[config.mk]
export PLATFORM = sky130hd
export DESIGN_NAME = cond_logic
export DESIGN_NICKNAME = d
export VERILOG_FILES = /design/src/rtl/cond_logic.sv
export SDC_FILE = /design/constraint.sdc
export NUM_CORES = 1
export LEC_CHECK = 0
export CAP_MARGIN = 20
export CELL_PAD_IN_SITES_DETAIL_PLACEMENT = 1
export CELL_PAD_IN_SITES_GLOBAL_PLACEMENT = 2
export CORE_UTILIZATION = 15
export DETAILED_ROUTE_END_ITERATION = 10
export PLACE_DENSITY = 0.87
export RECOVER_POWER = 100
export SLEW_MARGIN = 40
export SYNTH_ARGS = -nofsm -noshare
export SYNTH_HDL_FRONTEND = slang
export SYNTH_SLANG_ARGS = --single-unit
[constraint.sdc]
create_clock -name clk -period 2.03 [get_ports clk]
set_input_delay 0.3045 -clock clk [delete_from_list [all_inputs] [get_ports clk]]
set_output_delay 0.3045 -clock clk [all_outputs]
set_load 0.05 [all_outputs]
[src/rtl/cond_logic.sv]
// ---------------------------------------------------------------------------
// cond_logic
//
// Condition and flag unit sitting directly behind the ALU. Holds the
// architectural {N,Z,C,V} flag register, evaluates the instruction condition
// field against the stored flags and gates the decoder's write strobes so a
// failed condition turns the instruction into a no-op. An optional IT-style
// predication block of up to four instructions is compiled in when the macro
// COND_IT_EN is defined. Without it, the IT inputs are ignored and the IT
// outputs are tied low.
//
// Ports
//   clk          in  1  single clock, rising edge
//   reset        in  1  synchronous, active high
//   instr_valid  in  1  instruction present in execute this cycle
//   cond         in  4  condition field of the current instruction
//   alu_flags    in  4  {N,Z,C,V} from the ALU, current cycle
//   flag_w       in  2  bit1 writes N,Z; bit0 writes C,V
//   pc_s         in  1  decoder PC-write request
//   reg_w        in  1  decoder register-write request
//   mem_w        in  1  decoder memory-write request
//   it_start     in  1  current instruction is an IT setup
//   it_cond      in  4  IT block base condition
//   it_len       in  3  IT block length, legal 1..4
//   it_mask      in  4  then(1)/else(0) selector per slot
//   pc_src       out 1  gated pc_s
//   reg_write    out 1  gated reg_w
//   mem_write    out 1  gated mem_w
//   flags        out 4  architectural {N,Z,C,V}
//   cond_ex      out 1  combinational condition result
//   cond_ex_q    out 1  cond_ex captured on valid cycles
//   it_active    out 1  IT block in progress
//   it_err       out 1  one-cycle pulse after an illegal IT request
//
// IT state machine (COND_IT_EN)
//   state  | meaning
//   IDLE   | no block; effective condition is the cond input
//   ACTIVE | block in progress; condition comes from it_cond_q/mask_q[slot]
// ---------------------------------------------------------------------------
module cond_logic (
   input  logic       clk,
   input  logic       reset,
   input  logic       instr_valid,
   input  logic [3:0] cond,
   input  logic [3:0] alu_flags,
   input  logic [1:0] flag_w,
   input  logic       pc_s,
   input  logic       reg_w,
   input  logic       mem_w,
   input  logic       it_start,
   input  logic [3:0] it_cond,
   input  logic [2:0] it_len,
   input  logic [3:0] it_mask,
   output logic       pc_src,
   output logic       reg_write,
   output logic       mem_write,
   output logic [3:0] flags,
   output logic       cond_ex,
   output logic       cond_ex_q,
   output logic       it_active,
   output logic       it_err
);

   // Evaluate a 4-bit condition code against {N,Z,C,V}.
   function automatic logic eval_cond(input logic [3:0] c, input logic [3:0] f);
      logic n, z, cy, v, res;
      n  = f[3];
      z  = f[2];
      cy = f[1];
      v  = f[0];
      case (c)
         4'b0000: res = z;
         4'b0001: res = ~z;
         4'b0010: res = cy;
         4'b0011: res = ~cy;
         4'b0100: res = n;
         4'b0101: res = ~n;
         4'b0110: res = v;
         4'b0111: res = ~v;
         4'b1000: res = cy & ~z;
         4'b1001: res = ~cy | z;
         4'b1010: res = (n == v);
         4'b1011: res = (n != v);
         4'b1100: res = ~z & (n == v);
         4'b1101: res = z | (n != v);
         default: res = 1'b1;
      endcase
      return res;
   endfunction

   logic [3:0] flags_q, flags_d;
   logic       cond_ex_d;
   logic [3:0] ce;

`ifdef COND_IT_EN
   typedef enum logic {
      IDLE   = 1'b0,
      ACTIVE = 1'b1
   } it_state_e;

   it_state_e  state_q, state_d;
   logic [3:0] it_cond_q, it_cond_d;
   logic [3:0] mask_q, mask_d;
   logic [2:0] remaining_q, remaining_d;
   logic [1:0] slot_q, slot_d;
   logic       it_err_q, it_err_d;
   logic       it_len_ok;

   // Else-slots invert the low bit of the base condition, which flips it to
   // its complementary code.
   always_comb begin
      ce = cond;
      if (state_q == ACTIVE) begin
         ce = {it_cond_q[3:1], it_cond_q[0] ^ ~mask_q[slot_q]};
      end
   end

   assign it_len_ok = (it_len != 3'd0) && (it_len <= 3'd4);

   always_comb begin
      state_d     = state_q;
      it_cond_d   = it_cond_q;
      mask_d      = mask_q;
      remaining_d = remaining_q;
      slot_d      = slot_q;
      it_err_d    = 1'b0;
      case (state_q)
         IDLE: begin
            // A setup instruction whose own condition fails is a no-op and
            // therefore neither opens a block nor raises an error.
            if (instr_valid && it_start && cond_ex) begin
               if (it_len_ok) begin
                  state_d     = ACTIVE;
                  it_cond_d   = it_cond;
                  mask_d      = it_mask;
                  remaining_d = it_len;
                  slot_d      = 2'd0;
               end else begin
                  it_err_d = 1'b1;
               end
            end
         end
         ACTIVE: begin
            // Every valid instruction consumes a slot, pass or fail; a nested
            // it_start is just an ordinary slot occupant plus an error pulse.
            if (instr_valid) begin
               it_err_d = it_start;
               if (remaining_q == 3'd1) begin
                  state_d     = IDLE;
                  remaining_d = 3'd0;
                  slot_d      = 2'd0;
               end else begin
                  remaining_d = remaining_q - 3'd1;
                  slot_d      = slot_q + 2'd1;
               end
            end
         end
         default: state_d = IDLE;
      endcase
   end

   always_ff @(posedge clk) begin
      if (reset) begin
         state_q     <= IDLE;
         it_cond_q   <= 4'd0;
         mask_q      <= 4'd0;
         remaining_q <= 3'd0;
         slot_q      <= 2'd0;
         it_err_q    <= 1'b0;
      end else begin
         state_q     <= state_d;
         it_cond_q   <= it_cond_d;
         mask_q      <= mask_d;
         remaining_q <= remaining_d;
         slot_q      <= slot_d;
         it_err_q    <= it_err_d;
      end
   end

   assign it_active = (state_q == ACTIVE);
   assign it_err    = it_err_q;
`else
   logic unused_it_inputs;

   assign ce               = cond;
   assign it_active        = 1'b0;
   assign it_err           = 1'b0;
   assign unused_it_inputs = ^{it_start, it_cond, it_len, it_mask};
`endif

   // Evaluation uses the stored flags only; no same-cycle forwarding.
   assign cond_ex   = instr_valid & eval_cond(ce, flags_q);
   assign pc_src    = pc_s  & cond_ex;
   assign reg_write = reg_w & cond_ex;
   assign mem_write = mem_w & cond_ex;

   always_comb begin
      flags_d = flags_q;
      if (flag_w[1] && cond_ex) flags_d[3:2] = alu_flags[3:2];
      if (flag_w[0] && cond_ex) flags_d[1:0] = alu_flags[1:0];
   end

   assign cond_ex_d = instr_valid ? cond_ex : cond_ex_q;

   always_ff @(posedge clk) begin
      if (reset) begin
         flags_q   <= 4'd0;
         cond_ex_q <= 1'b0;
      end else begin
         flags_q   <= flags_d;
         cond_ex_q <= cond_ex_d;
      end
   end

   assign flags = flags_q;

endmodule
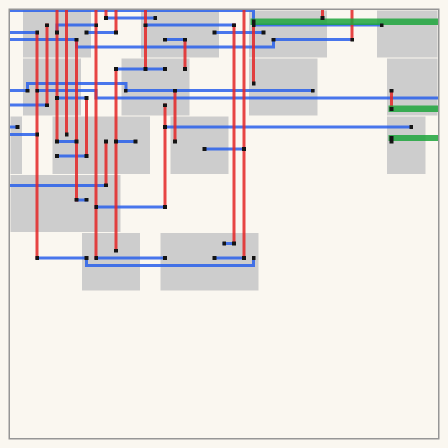
*Zoomed window, run 1*
Region (33, 4) to (53, 24) um. Cells in grey, sequential cells in the stronger grey; small squares are vias.
green -> M3
red -> M2
blue -> M1
cells with their middle in the window = 14
most frequent = buf_4 (3), mux2i_1 (2), dlygate4sd2_1 (2)
sequential cells in the window = 0

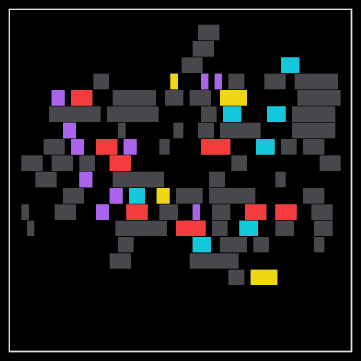
*Gate families picked out, run 1*
Drawn at 6 px/um.
purple -> nand cells  # cells 10, most used nand2b_1
yellow -> nor cells  # cells 4, most used nor3b_2
red -> mux cells  # cells 8, most used mux2i_1
cyan -> and/or cells  # cells 7
dominant logic cell type in the layout: clkdlybuf4s50_1
Post-Layout Cell Count: 114
Comb area share: 41.7%

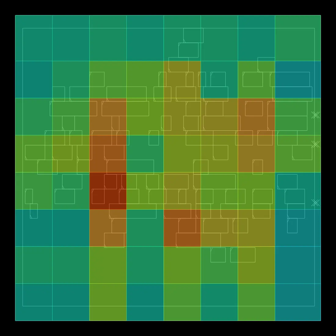
*Track usage over the die, run 1*
GR Layer Usage met1: 9.74%
met3 GRT Util: 1.61%

==> impl_metrics.json, run 1 <==
{
  "outcome": "finished, violations left",
  "violations": "DRC",
  "wl_per_cell_um": 11.9,
  "synth-seq-area-share_pct": 22.2,
  "nNonClkInverters": 0,
  "r2r_setup_slack_ns": 0.34,
  "drtIter0Drc": 9,
  "first_pass_iters": 7,
  "fin_skew_ns": 0.00354,
  "power_leakage_nw": 0.369,
  "gr-total-overflow": 0,
  "report.final.slew_viol_count": 0,
  "antenna_found_initial": 0,
  "ff_type": "dfxtp_1",
  "gp_congestion": 0.720,
  "cts_tree": "yes",
  "ir_worst_vdd_v": 0.000194,
  "start_kind": "flop",
  "setup_tns_ns": 0,
  "powerDensity_mw_per_mm2": 472,
  "drive_gt1_share_pct": 39.8,
  "syn_inst": 47,
  "die_h_um": 56.8,
  "syn_avg_cell_area_um2": 9.58,
  "clockBufferDepth": 2,
  "well_tap_count": 31,
  "crit_slowest_cell": "dfxtp_4",
  "postCtsHoldBufs": 0,
  "fin_nets": 112,
  "hold_violations": 0,
  "arrival_ns": 1.70,
  "cts-htree-levels": 1,
  "area_leaders": "dfxtp_1 22%, mux2i_1 18%, nand2b_1 9.7%",
  "grt_max_degree": 10,
  "wl_met1_um": 576,
  "ys_area_um2": 450,
  "highest_layer": "met4",
  "bufAreaShareNonClock_pct": 37.9,
  "place.port_buffers": 24,
  "pin_count": 39,
  "grtUsageTotal_pct": 9.12,
  "dp_hpwl_mm": 1.11,
  "period_used_pct": 98.7,
  "clk_share_pct": 2.97,
  "synth_cell_types": 21,
  "hp-start": "cond_ex_q",
  "signal_buffers": 33,
  "clk_pin_slew_worst_paths_ns": 0.04,
  "final_util_pct": 31.5,
  "grt_use_met2_pct": 17.2,
  "clock_buffers": 4,
  "largest_class": "logic gates",
  "sh_seq_area_pct": 13.0,
  "critPathLaunch": "flags[0]",
  "flop-count": 5,
  "clock_sinks": 5,
  "top_cells_by_count": "8 x mux2i_1, 7 x nand2b_1, 5 x dfxtp_1",
  "grt_pass1_vias": 552,
  "core_area_mm2": 0.00281,
  "grt_pass1_wl_mm": 2.28,
  "critical_path_class": "flop to output pin",
  "tightest_slew_ns": 0.502,
  "r2r-start": "flags[2]",
  "synth_area_um2": 450,
  "crit_path_end_kind": "output pin",
  "logic_gates": 41,
  "register_area_um2": 115,
  "busiest_layer": "met2",
  "aoi_share_pct": 17.5,
  "enable_flop_cells": 0,
  "area_growth_pct": 96.4,
  "worstPathCellList": "xnor3_1 > o211ai_2 > o311a_4 > a21boi_4 > and2_4 > buf_12",
  "worstPathRequired_ns": 1.73,
  "synth_top_cell_by_count": "mux2i_1",
  "via_count": 483,
  "rsz0062_at_grt": "yes",
  "yosysTopAreaCellShare_pct": 22.2,
  "worst_slack_ns": 0.0265,
  "min_path_type": "flop to flop",
  "rows": 19,
  "routed_via_density": 4.24,
  "drt-total-wl_mm": 1.36,
  "synthArstFlopShare_pct": 0,
  "fp-utilization_pct": 16.1,
  "route.met2.wl_um": 650,
  "worst-path-max-fanout": 5,
  "wl_met3_um": 104,
  "slew_headroom_pct": 66.4,
  "cts-buffers-inserted": 3,
  "synth_flop_count": 5,
  "ys_warn_count": 0,
  "logic_area_um2": 369,
  "finalSetupViolCount": 0,
  "largest_area_cell": "dfxtp_1",
  "synth_stat.cells": 47,
  "warnings": 40,
  "antenna_cells": 0,
  "fillCellCount": 329,
  "drc": 6,
  "synthTopLogicFamily": "simple AND/OR/NAND/NOR gates",
  "synth.cellmix.adderShare_pct": 0,
  "ys_sh_mux_pct": 17.8,
  "clk_latency_ns": 0.25,
  "max_stage_delay_ns": 0.36,
  "clock.fmax_ghz": 0.499,
  "cts-root-buf": "clkbuf_4",
  "drv_cap": 0,
  "chipArea_mm2": 0.00323,
  "period_minus_slack_ns": 2.00,
  "pre_cts_slack_ns": -0.312,
  "ant_nets": 0,
  "yosys.area_share.xor_xnor_pct": 8.89,
  "simple_gate_area_share_pct": 29.4,
  "die_w_um": 56.8
}
-- run 1: path summary, 6_finish.rpt --
path	depth (start not counted)	to
worst min register to register	2	cond_ex_q
worst max register to register	7	flags[0]
worst max-delay path	6	pc_src
worst min-delay path	2	cond_ex_q
-- run 1: flip-flops by register name, summed over array words and instances, names as in the netlist --
| name | count |
|---|---|
| flags | 4 |
| cond_ex_q | 1 |
-- run 1: layout by cell type (no fill, tap or decap), drive strengths merged --
cell and instances:
a21boi 1, a21oi 2, a22oi 1, a311oi 1, and2 3, and3b 3
buf 14, clkbuf 5, clkdlybuf4s50 12, conb 2, dfxtp 5, dlygate4sd2 2
dlygate4sd3 4, mux2i 8, nand2 3, nand2b 7, nor2 1, nor2b 1
nor3b 2, o211ai 1, o311a 1, or2b 1, xnor2 1, xnor3 1
xor2 1
-- run 1: timing repair --
| action | in CTS | in global routing |
|---|---|---|
| endpoints found under the setup margin | 4 | 4 |
| pin swaps | 2 | 2 |
| gates resized | 10 | 5 |
| setup buffers | 1 | 0 |
-- run 1: worst max-delay path, delay by kind of cell, from the launching register on --
kind,cells,cell delay (ns)
AOI/OAI and AO/OA,3,0.44
DFF,1,0.36
xor gates and xnor gates,1,0.35
and+or+nand+nor,1,0.15
buffers and inverters,1,0.14
-- run 1: where the power goes --
| group | switching (mW) | leakage, nW | internal [mW] |
|---|---|---|---|
| registers | 0.00602 | 0.0439 | 0.101 |
| clock network | 0.0450 | 0.0150 | 0.0746 |
| logic | 0.0925 | 0.310 | 0.0986 |
-- run 1: metrics by stage --
stage	hold slack (ns)	total power, mW	instances	area [um2]
6_report	0.507	0.418	114	885
5_1_grt	0.544	0.438	114	885
4_1_cts	0.507	0.425	114	891
3_5_place_dp	0.501	0.304	109	850
3_3_place_gp	0.495	0.299	109	850
2_1_floorplan	0.377	0.211	48	485
--- run 2 (diff from run 1) ---
- CORE_UTILIZATION: 15 -> 16
- PLACE_DENSITY: 0.87 -> 0.92
- clock period: 2.03 -> 2.54 ns (I/O delays scaled with it)
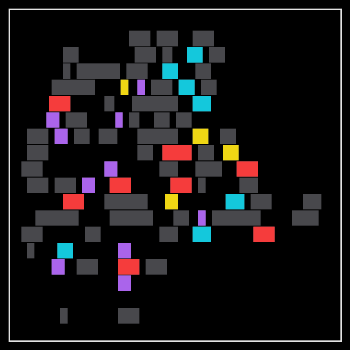
*Gate families picked out, run 2*
Drawn at 6 px/um.
cyan -> and/or cells  # cells 7
yellow -> nor cells  # cells 4, most used nor3b_1, where centre
purple -> nand cells  # cells 10, most used nand2b_1
red -> mux cells  # cells 8, most used mux2i_1
Post-Layout Cell Count: 110
Comb area share: 44.5%

==> run 2 against run 1 <==
  * The run now ends clean
  * Critical path depth grew 1
  * Via count is 3.5% lower
  * Area after synthesis unchanged
  * Worst hold slack got worse by 0.0053 ns
  * Core utilization shrank 1.2 points
  * Final cell count down 3.5%
  * Register-to-register slack improved by 0.31 ns
  * Clock power fell by 26%
  * Design area down 12%
  * Die area decreased by 6.0%
  * Critical path type is now input pin to output pin
  * Critical endpoint unchanged
  * Highest routed layer is now met3
==> impl_metrics.json, run 2 <==
{
  "outcome": "completed",
  "chipArea_mm2": 0.00303,
  "worstPathCellList": "clkdlybuf4s50_1 > and3b_1 > a22oi_1 > mux2i_2 > a21boi_4 > and2_2 > buf_4",
  "arrival_ns": 2.05,
  "crit_end": "pc_src",
  "enable_flop_cells": 0,
  "worst-path-max-fanout": 5,
  "place.port_buffers": 24,
  "p_sw_mw": 0.102,
  "place_area_um2": 741,
  "critPathTopFamily": "buffers and inverters",
  "period_used_pct": 95.6,
  "ir_worst_vdd_v": 0.000192,
  "combPwrFrac_pct": 42.3,
  "r2r_setup_slack_ns": 0.65,
  "swShare_pct": 33.5,
  "area_growth_pct": 73.1,
  "drt-total-wl_mm": 1.25,
  "cts_tree": "yes",
  "clk_pin_slew_worst_paths_ns": 0.04,
  "clk_latency_ns": 0.24,
  "final_util_pct": 30.4,
  "min_path_cells": 2,
  "drive_gt1_share_pct": 23.8,
  "grt_pass1_wl_mm": 1.93,
  "top_cells_by_count": "8 x mux2i_1, 7 x nand2b_1, 5 x dfxtp_1",
  "routed_via_density": 4.24,
  "start_kind": "input pin",
  "lay_top_count": "clkdlybuf4s50_1",
  "synth_flop_count": 5,
  "gr-total-overflow": 0,
  "max_stage_delay_ns": 0.47,
  "report.final.slew_viol_count": 0,
  "ff2ff_path_depth": 8,
  "hold_violations": 0,
  "pre_cts_slack_ns": -0.0618,
  "cts-root-buf": "clkbuf_4",
  "drv_cap": 0,
  "fp-utilization_pct": 17.5,
  "gp_congestion": 0.766,
  "most-common-layout-cells": "12 x clkdlybuf4s50_1, 7 x mux2i_1, 7 x nand2b_1, 7 x buf_4",
  "synth_area_um2": 450,
  "grtUsageTotal_pct": 9.01,
  "clock_sinks": 5,
  "finalSetupViolCount": 0,
  "synth_top_cell_by_count": "mux2i_1",
  "fin_total_pwr_mw": 0.305,
  "setup_tns_ns": 0,
  "grt_pass1_vias": 437,
  "period_minus_slack_ns": 2.43,
  "hold_end": "flags[1]",
  "first_pass_iters": 4,
  "fillCellCount": 322,
  "worstPathRequired_ns": 2.16,
  "worst_slack_ns": 0.111,
  "die_w_um": 55.1,
  "pin_count": 39,
  "rsz0062_at_grt": "no",
  "dpl.cell_count": 103,
  "r2r-start": "flags[2]",
  "pwr-share-seq_pct": 28.6,
  "synthArstFlopShare_pct": 0,
  "ys_area_um2": 450,
  "drc": 0,
  "critPathLaunch": "cond[3]",
  "tightest_slew_ns": 0.510,
  "synth_cell_types": 21,
  "ant_nets": 0,
  "antenna_found_initial": 0
}
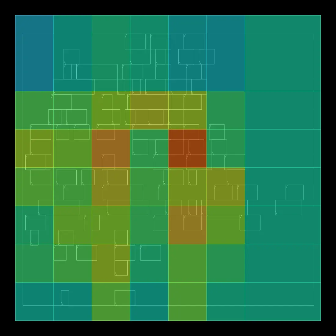
*Track usage over the die, run 2*
GRT met2 Usage: 14.7%
DR WL/cell: 11.4 um
most crowded layer after global routing: met2

-- run 2: netlist changes by cell type in the layout (fill, tap and decap cells not counted), sizes merged --
| cell | change |
|---|---|
| buf | -7 |
| clkbuf | +2 |
| dlygate4sd3 | +1 |
| dlymetal6s2s | +1 |
-- run 2: area by class of cell --
type,instances,area [um2],area share [%]
Timing Repair Buffer,30,269,34.5
Multi-Input combinational cell,41,347,44.5
Clock buffer,4,26.3,3.37
Tap cell,30,37.5,4.82
Sequential cell,5,100,12.8
-- run 2: repair_timing --
action / CTS / global route
setup buffers: 2 / 1
endpoints found under the setup margin: 3 / 3
pin swaps: 1 / 0
resized: 3 / 1
hold buffers: 0 / 0
-- run 2: logic make-up (layout without fill, tap and decap cells) --
| kind of cell | after synthesis | after routing | share of synthesized area [%] |
|---|---|---|---|
| buffers and inverters | 2 | 34 | 3.33 |
| other | 1 | 2 | 0.833 |
| multiplexers | 8 | 8 | 17.8 |
| AND-OR/OR-AND | 7 | 7 | 17.5 |
| AND/OR/NAND/NOR | 21 | 21 | 29.4 |
| XOR/XNOR | 3 | 3 | 8.89 |
| flip-flops | 5 | 5 | 22.2 |
-- run 2: power groups by stage --
stage	combinational [mW]	sequential (mW)	clock, mW
2_1_floorplan	0.0650	0.102	0
3_3_place_gp	0.127	0.0888	0
3_5_place_dp	0.130	0.0890	0
4_1_cts	0.134	0.0876	0.0952
5_1_grt	0.138	0.0880	0.0978
6_report	0.129	0.0872	0.0886
-- run 2: metal layers --
metal	track usage [%]	part of all wire [%]	wire (um)	up-vias
met5	0	0	0	-
met4	5.00	0	0	0
met3	1.64	7.0	88	0
met2	14.7	51	634	15
met1	11.1	42	525	219
li1	-	-	-	232
Power and IR drop assume default switching activity.
